<file path="config.mk">
export PLATFORM = sky130hd
export DESIGN_NAME = stdp_train_ctrl
export DESIGN_NICKNAME = d
export VERILOG_FILES = /design/src/rtl/stdp_train_ctrl.sv
export SDC_FILE = /design/constraint.sdc
export NUM_CORES = 1
export LEC_CHECK = 0
export ABC_CLOCK_PERIOD_IN_PS = 2400
export CAP_MARGIN = 20
export CORE_MARGIN = 5
export CORE_UTILIZATION = 54
export CTS_BUF_LIST = sky130_fd_sc_hd__clkbuf_8
export DETAILED_ROUTE_END_ITERATION = 16
export GPL_ROUTABILITY_DRIVEN = 0
export HOLD_SLACK_MARGIN = 0.15
export PLACE_DENSITY = 0.82
export SYNTH_ARGS = -nofsm -noshare
export SYNTH_HDL_FRONTEND = slang
export SYNTH_SLANG_ARGS = --single-unit
</file>
<file path="constraint.sdc">
create_clock -name CLK -period 2.4 [get_ports CLK]
set_clock_uncertainty 0.05 [all_clocks]
set_input_delay 0.48 -clock CLK [delete_from_list [all_inputs] [get_ports CLK]]
set_output_delay 0.48 -clock CLK [all_outputs]
set_load 0.005 [all_outputs]
</file>
<file path="src/rtl/stdp_train_ctrl.sv">
// Teacher-driven STDP training controller: a BTN rising edge with a one-hot
// Neuron target starts a run that drives the teacher pulse and enables STDP.
// The run ends when the target neuron fires SPIKE_LIMIT times or a timeout
// expires, then a quiet settle period passes before another run is accepted.
//
// Ports:
//   CLK, RST          clock, synchronous active-high reset
//   BTN               training request level (rising edge starts a run)
//   Neuron            one-hot target class
//   Match             per-neuron "TX address is spike code" level
//   EN_STDP, EN_Pulse STDP / teacher injection enables
//   Pulse             teacher drive word
//   Busy              high outside IDLE
//   Class_done        sticky per-class completion bits
//   Timeout, Err      one-cycle event pulses
module stdp_train_ctrl #(
  parameter int                   TRAINING_NEURON_NUM = 10,
  parameter int                   PULSE_W             = 17,
  parameter logic [PULSE_W-1:0]   PULSE_AMP           = 17'h00400,
  parameter int                   SPIKE_LIMIT         = 6,
  parameter int                   TIMEOUT_CYC         = 60000,
  parameter int                   SETTLE_CYC          = 1000
) (
  input  logic                           CLK,
  input  logic                           RST,
  input  logic                           BTN,
  input  logic [TRAINING_NEURON_NUM-1:0] Neuron,
  input  logic [TRAINING_NEURON_NUM-1:0] Match,
  output logic                           EN_STDP,
  output logic                           EN_Pulse,
  output logic [PULSE_W-1:0]             Pulse,
  output logic                           Busy,
  output logic [TRAINING_NEURON_NUM-1:0] Class_done,
  output logic                           Timeout,
  output logic                           Err
);

  localparam int N     = TRAINING_NEURON_NUM;
  localparam int CNT_W = $clog2(SPIKE_LIMIT + 1);
  localparam int TMR_W = $clog2(TIMEOUT_CYC + 1);
  localparam int SET_W = $clog2(SETTLE_CYC + 1);

  typedef enum logic [1:0] {IDLE, TRAIN, SETTLE} state_t;

  state_t             state, state_nxt;
  logic               btn_q;
  logic [N-1:0]       match_q;
  logic [N-1:0]       target, target_nxt;
  logic [CNT_W-1:0]   cnt, cnt_nxt;
  logic [TMR_W-1:0]   timer, timer_nxt;
  logic [SET_W-1:0]   settle_cnt, settle_nxt;

  logic               done_set, tmo_evt, reject;
  logic               en_nxt, busy_nxt;
  logic [PULSE_W-1:0] pulse_nxt;
  logic [N-1:0]       done_nxt;

  logic btn_rise, neuron_onehot, spike, limit_hit, tmo_hit, settle_end;

  assign btn_rise      = BTN & ~btn_q;
  assign neuron_onehot = (Neuron != '0) && ((Neuron & (Neuron - 1'b1)) == '0);
  // Only a fresh rising edge on the latched target bit counts as a spike.
  assign spike         = |(Match & ~match_q & target);
  assign limit_hit     = spike && (cnt == CNT_W'(SPIKE_LIMIT - 1));
  assign tmo_hit       = (timer == TMR_W'(TIMEOUT_CYC - 1));
  assign settle_end    = (settle_cnt == SET_W'(SETTLE_CYC - 1));

  // State and all registered outputs.
  always_ff @(posedge CLK) begin
    if (RST) begin
      state      <= IDLE;
      // Loading BTN here keeps a button held through reset from starting a run.
      btn_q      <= BTN;
      match_q    <= '0;
      target     <= '0;
      cnt        <= '0;
      timer      <= '0;
      settle_cnt <= '0;
      EN_STDP    <= 1'b0;
      EN_Pulse   <= 1'b0;
      Pulse      <= '0;
      Busy       <= 1'b0;
      Class_done <= '0;
      Timeout    <= 1'b0;
      Err        <= 1'b0;
    end else begin
      state      <= state_nxt;
      btn_q      <= BTN;
      match_q    <= Match;
      target     <= target_nxt;
      cnt        <= cnt_nxt;
      timer      <= timer_nxt;
      settle_cnt <= settle_nxt;
      EN_STDP    <= en_nxt;
      EN_Pulse   <= en_nxt;
      Pulse      <= pulse_nxt;
      Busy       <= busy_nxt;
      Class_done <= done_nxt;
      Timeout    <= tmo_evt;
      Err        <= reject;
    end
  end

  // Next-state and datapath updates.
  always_comb begin
    state_nxt  = state;
    target_nxt = target;
    cnt_nxt    = cnt;
    timer_nxt  = timer;
    settle_nxt = settle_cnt;
    done_set   = 1'b0;
    tmo_evt    = 1'b0;
    reject     = 1'b0;
    unique case (state)
      IDLE: begin
        if (btn_rise) begin
          if (neuron_onehot) begin
            state_nxt  = TRAIN;
            target_nxt = Neuron;
            cnt_nxt    = '0;
            timer_nxt  = '0;
          end else begin
            reject = 1'b1;
          end
        end
      end
      TRAIN: begin
        if (spike && (cnt != CNT_W'(SPIKE_LIMIT)))
          cnt_nxt = cnt + CNT_W'(1);
        if (timer != TMR_W'(TIMEOUT_CYC))
          timer_nxt = timer + TMR_W'(1);
        // Limit is checked first so it wins a same-cycle tie with timeout.
        if (limit_hit) begin
          state_nxt  = SETTLE;
          done_set   = 1'b1;
          settle_nxt = '0;
        end else if (tmo_hit) begin
          state_nxt  = SETTLE;
          tmo_evt    = 1'b1;
          settle_nxt = '0;
        end
      end
      SETTLE: begin
        if (settle_end) state_nxt  = IDLE;
        else            settle_nxt = settle_cnt + SET_W'(1);
      end
      default: state_nxt = IDLE;
    endcase
  end

  // Output values derived from the upcoming state, registered above.
  always_comb begin
    en_nxt    = (state_nxt == TRAIN);
    pulse_nxt = en_nxt ? PULSE_AMP : '0;
    busy_nxt  = (state_nxt != IDLE);
    done_nxt  = Class_done | (done_set ? target : '0);
  end

endmodule

</file>
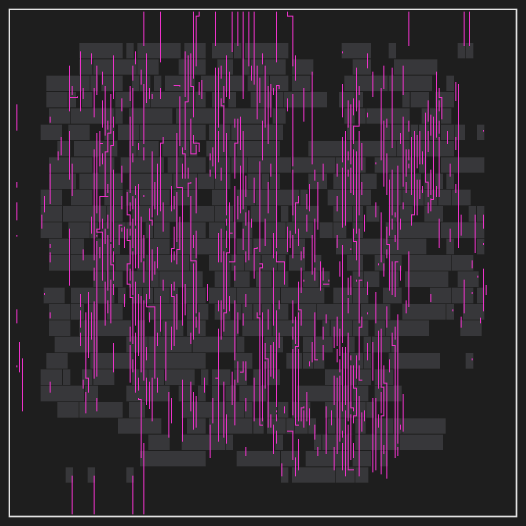
**Above:** run 1 (signal wires on met2).
Drawn at 6 px/um. Cells faint in the background.
nets with wire on the layer: 347
share of all routed wire: 45%
wire length on this layer: 2800 um

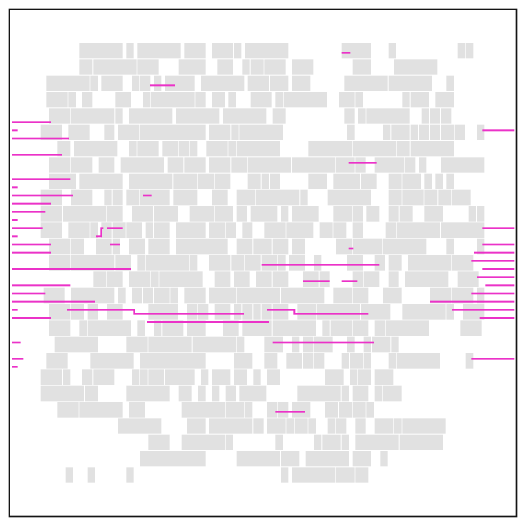
**Above:** run 1 (M3 wires).
Drawn at 6 px/um. Cells faint in the background.
main direction: horizontal
nets with wire on the layer: 44
share of all routed wire: 5.7%
wire length on this layer: 350 um
longest straight run: 20.0 um

==> results.txt, run 1 <==
TNS Setup: 0 ns
Mux area share: 3.693%
Layout cells sized above 1: 11.17%
Clk slew on worst S/H paths: 0.08 ns
Worst Path Required: 2.57 ns
Biggest Area Class: combinational gates
1st-pass router iterations: 4
Seq pwr share: 47.3%
Synth async-reset ratio: 0%
Final HPWL DP: 4357 um
Min-delay src: Class_done[3]
Clock buffer depth: 2
Flops: 66
Leakage power: 1.405 nW
Invs w/o clock: 7
Clkbuf count: 9
# resized after CTS: 1
Seq/total area: 35.25%
Synth Flop Type: dfxtp_1
Top delay family on crit path: simple AND/OR/NAND/NOR gates
Total power: 2.341 mW
Layout area overhead: 25.72%
Int Pwr: 1.853 mW
Root Driver: clkbuf_8
Comb pwr: 113 uW
Port Buffers: 38
Worst r2r src: timer[0]
FMAX: 0.4294 GHz
Violation tally from detailed-route iteration zero: 142
Sw Share: 20.85%
Peak supply drop: 0.0003716 V
CTS Sinks: 66
Warnings, synthesis: 0
Data buffer area share: 14.92%
Core Area: 5439 um2
Top Consumer: the clock network
NetSw: 488.0 uW
Final WL: 6170 um
Status: finished, final reports clean
Vias per inst: 5.215
M3 GR Usage: 4.024%
Clk_lat worst skew: 0.34 ns
Worst path cell trace: clkdlybuf4s50_1, or4_4, nor2_4, nor4b_4, o211a_1, buf_2, mux2i_1, nor2_1
Fin. max-slew vios: 0
N_taps: 72
Sequential group power: 1.11 mW
Flops after synth: 66
Worst slew margin: 61.53%
Worst Hold Path Cells: 2
Met2 wire length: 2802 um
Yosys chip area: 2982 um2
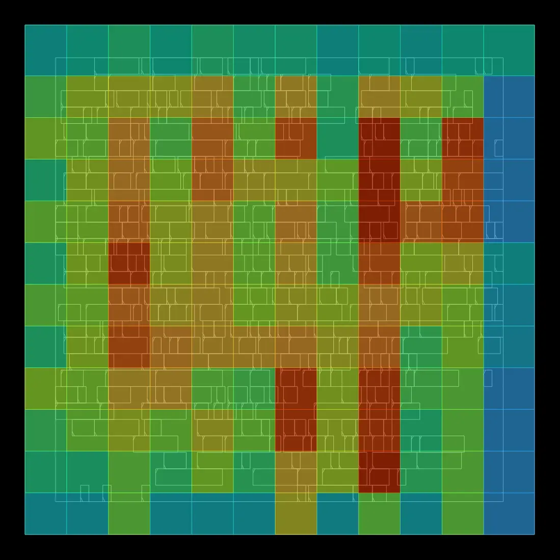
**Above:** run 1 (routing congestion).
grt met2 use: 27.26%
post-layout util: 68.92%
GRT Util Overall: 17.46%

-- run 1: worst max path at each step --
stage	to	cells past startpoint	startpoint	slack (ns)
after floorplan	target[2]	8	Neuron[1]	0.21
after global placement	cnt[0]	8	Neuron[1]	-0.29
after detailed placement	target[0]	8	Neuron[1]	-0.39
after CTS	cnt[0]	8	Neuron[1]	0.005
after global routing	target[0]	8	Neuron[3]	-0.007
final	target[6]	8	Neuron[3]	0.07
-- run 1: tightest hold or removal path, stage by stage, from the launching register on --
cell,delay [ns]
dfxtp_1,0.33
a21oi_1,0.04
nor2_1,0.08
-- run 1: sequential cells by signal, indices dropped and copies added, names as in the netlist, 2 cells and up --
name / flops
timer: 16
state: 2
match_q: 10
settle_cnt: 10
cnt: 3
Class_done: 10
target: 10
-- run 1: through the flow --
step / cells / hold slack, ns / area (um2) / setup WS (ns)
finish: 466 / 0.4304 / 3749 / 0.07109
global route: 466 / 0.4730 / 3749 / -0.006695
CTS: 465 / 0.4341 / 3731 / 0.005315
detailed placement: 449 / 0.4089 / 3481 / -0.3921
global placement: 449 / 0.4039 / 3481 / -0.2903
floorplan: 346 / 0.4104 / 3038 / 0.2117
-- run 1: cells in the mapped netlist (3+ instances only) --
cell type   n  area share [%]
ha_1        6             2.5
o21ai_0     6             1.0
nand4_1     8             1.7
xnor2_1    10             2.9
nor2_1     53             6.7
nor4_1      3            0.63
nor2b_1    13             2.7
a21oi_1    17             2.9
nand3b_1    9             2.3
dfxtp_1    66              44
mux2i_1    11             3.7
inv_1       7            0.88
nor3_1      4            0.67
buf_4      18             4.5
clkbuf_1    8             1.0
a211oi_1    4             1.0
xor2_1     10             2.9
nand2_1    15             1.9
nor4b_1     4             1.2
or3_1       4            0.84
nand2b_1    4            0.84
nand3_1    14             2.4
**Run 1: wire density map**

Drawn at 4 px/um. The die is cut into 17 by 17 equal tiles; dark blue is low, red is high, scaled to the fullest tile. Values are wire area over tile area, all layers added.
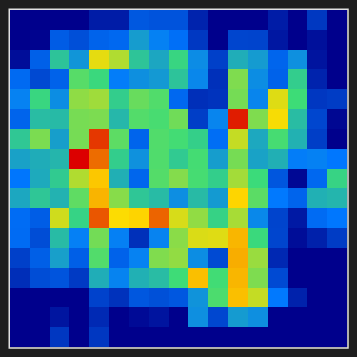

--- run 2 (diff from run 1) ---
--- a/config.mk
+++ b/config.mk
@@ -14,6 +14,7 @@
 export GPL_ROUTABILITY_DRIVEN = 0
 export HOLD_SLACK_MARGIN = 0.15
 export PLACE_DENSITY = 0.82
+export REMOVE_ABC_BUFFERS = 1
 export SYNTH_ARGS = -nofsm -noshare
 export SYNTH_HDL_FRONTEND = slang
 export SYNTH_SLANG_ARGS = --single-unit
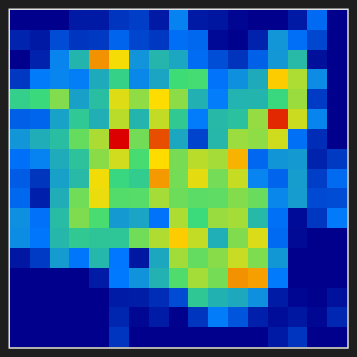
**Above:** run 2 (wire density map).
Drawn at 4 px/um. The die is cut into 17 by 17 equal tiles; dark blue is low, red is high, scaled to the fullest tile. Values are wire area over tile area, all layers added.
tiles over half the peak: 24%
densest ninth of the die: middle
nearly empty tiles: 20%
mean over tiles: 0.14

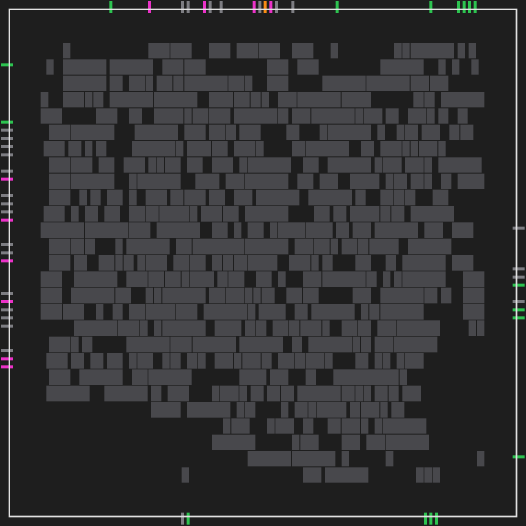
**Above:** run 2 (pin map).
Drawn at 6 px/um. Pins as bars across the die edge, other pins in gray.
[`Match`] magenta | pins: 10 | direction: input | edge: 6 left, 4 top
[`Err`] orange | pins: 1 | direction: output | edge: top
[`Pulse`] green | pins: 17 | direction: output | edge: 7 top, 4 bottom, 4 right, 2 left

==> results.txt, run 2 <==
Root Driver: clkbuf_8
Synth async-reset ratio: 0% (unchanged)
WHS: 0.4214 ns (-0.008995 ns)
CP Depth: 8 (unchanged)
Top delay family on crit path: simple AND/OR/NAND/NOR gates
Top cells, area: dfxtp_1 44%, nor2_1 6.7%, buf_4 4.5%
Status: finished, final reports clean
Placed insts: 451 (+0.45%)
Clock buffer depth: 2 (unchanged)
Top-area cell share: 44.31% (unchanged)
Post-layout util: 68.05% (-0.87 points)
# resized after CTS: 0 (-1)
Violation tally from detailed-route iteration zero: 98 (-31%)
FMAX: 0.4197 GHz (-2.3%)
CTS Sinks: 66 (unchanged)
Worst Hold Path Cells: 2 (unchanged)
Port Buffers: 38 (unchanged)
Top-count cell post-synth: dfxtp_1
Worst slew margin: 64.16% (+2.6 points)
Congestion Overflow GR: 0
Cell Area, Placed: 3496 um2 (+0.43%)
Leading area contributor after synthesis: dfxtp_1
Clk slew on worst S/H paths: 0.07 ns (about the same)
Synth Flop Type: dfxtp_1
Worst Path Required: 2.62 ns (+0.05 ns)
Fin. max-slew vios: 0 (unchanged)
Final HPWL DP: 4601 um (+5.6%)
Clk_lat worst skew: 0.34 ns (about the same)
Worst r2r src: timer[0]
NetSw: 440.7 uW (-9.7%)
CP Launch Point: Neuron[1]
GRT Util Overall: 18.09% (+0.63 points)
Total power: 2.099 mW (-10%)
Warnings, synthesis: 0 (unchanged)
Yosys chip area: 2982 um2 (unchanged)
Leakage power: 1.390 nW (-1.1%)
Min-delay src: Class_done[8]
Peak supply drop: 0.0003076 V (-17%)
1st-pass router iterations: 5 (+1)
Post-route cell area: 3701 um2 (-1.3%)
Pre-CTS setup slack: -0.3314 ns (+0.06068 ns)
Core Area: 5439 um2 (unchanged)
TNS Setup: 0 ns (unchanged)
==> run 2: cell count changes in the layout (fill, tap and decap cells not counted) <==
cell             delta
inv_1               +2
clkinvlp_4          -3
clkbuf_8            +1
mux2i_2             -1
buf_4               +3
clkinv_2            +1
bufinv_16           -2
buf_2               -1
dlymetal6s2s_1      -2
clkdlybuf4s50_1     +2
mux2i_1             +1
==> run 2: per-layer routing <==
metal | global-route usage, % | vias up | share of wire [%]
met3 | 5.005 | 11 | 6.4
met4 | 7.164 | 0 | 1.6
met2 | 31.13 | 70 | 49
met1 | 21.23 | 1179 | 43
li1 | - | 1235 | -
met5 | 0 | - | 0
==> run 2: area by class of cell <==
type                       instances  area, um2
sequential                        66       1321
tap                               72      90.09
clock buffer                      10      137.6
clock inverter                     5      47.55
fill                             438       1738
inverter                           7      26.28
multi-input combinational        244       1506
timing repair buffer              63      571.8
==> run 2: kinds of logic (layout without fill, tap and decap cells) <==
group | after synthesis | in the layout | share of synthesized area [%]
AOI/OAI and AO/OA | 45 | 45 | 9.778
xor gates and xnor gates | 20 | 20 | 5.875
adders and majority gates | 7 | 7 | 2.853
buffers and inverters | 36 | 85 | 7.344
DFF | 66 | 66 | 44.31
muxes | 11 | 11 | 3.693
other | 1 | 16 | 0.1258
and+or+nand+nor | 145 | 145 | 26.02
==> run 2: power by group through the flow <==
stage	logic [mW]	registers, mW	clock network [mW]
final	0.114	1.11	0.876
after global routing	0.123	1.11	0.946
after CTS	0.112	1.11	0.890
after detailed placement	0.111	1.13	0
after global placement	0.109	1.13	0
after floorplan	0.0297	1.13	0
==> run 2: worst register-to-register path, stage by stage, from the launching register on <==
cell and delay, ns:
dfxtp_1 0.41, ha_1 0.21, and2_1 0.26, nor4bb_1 0.45, a21oi_1 0.20, a31o_2 0.26
Power is estimated from default activity; no workload was simulated.
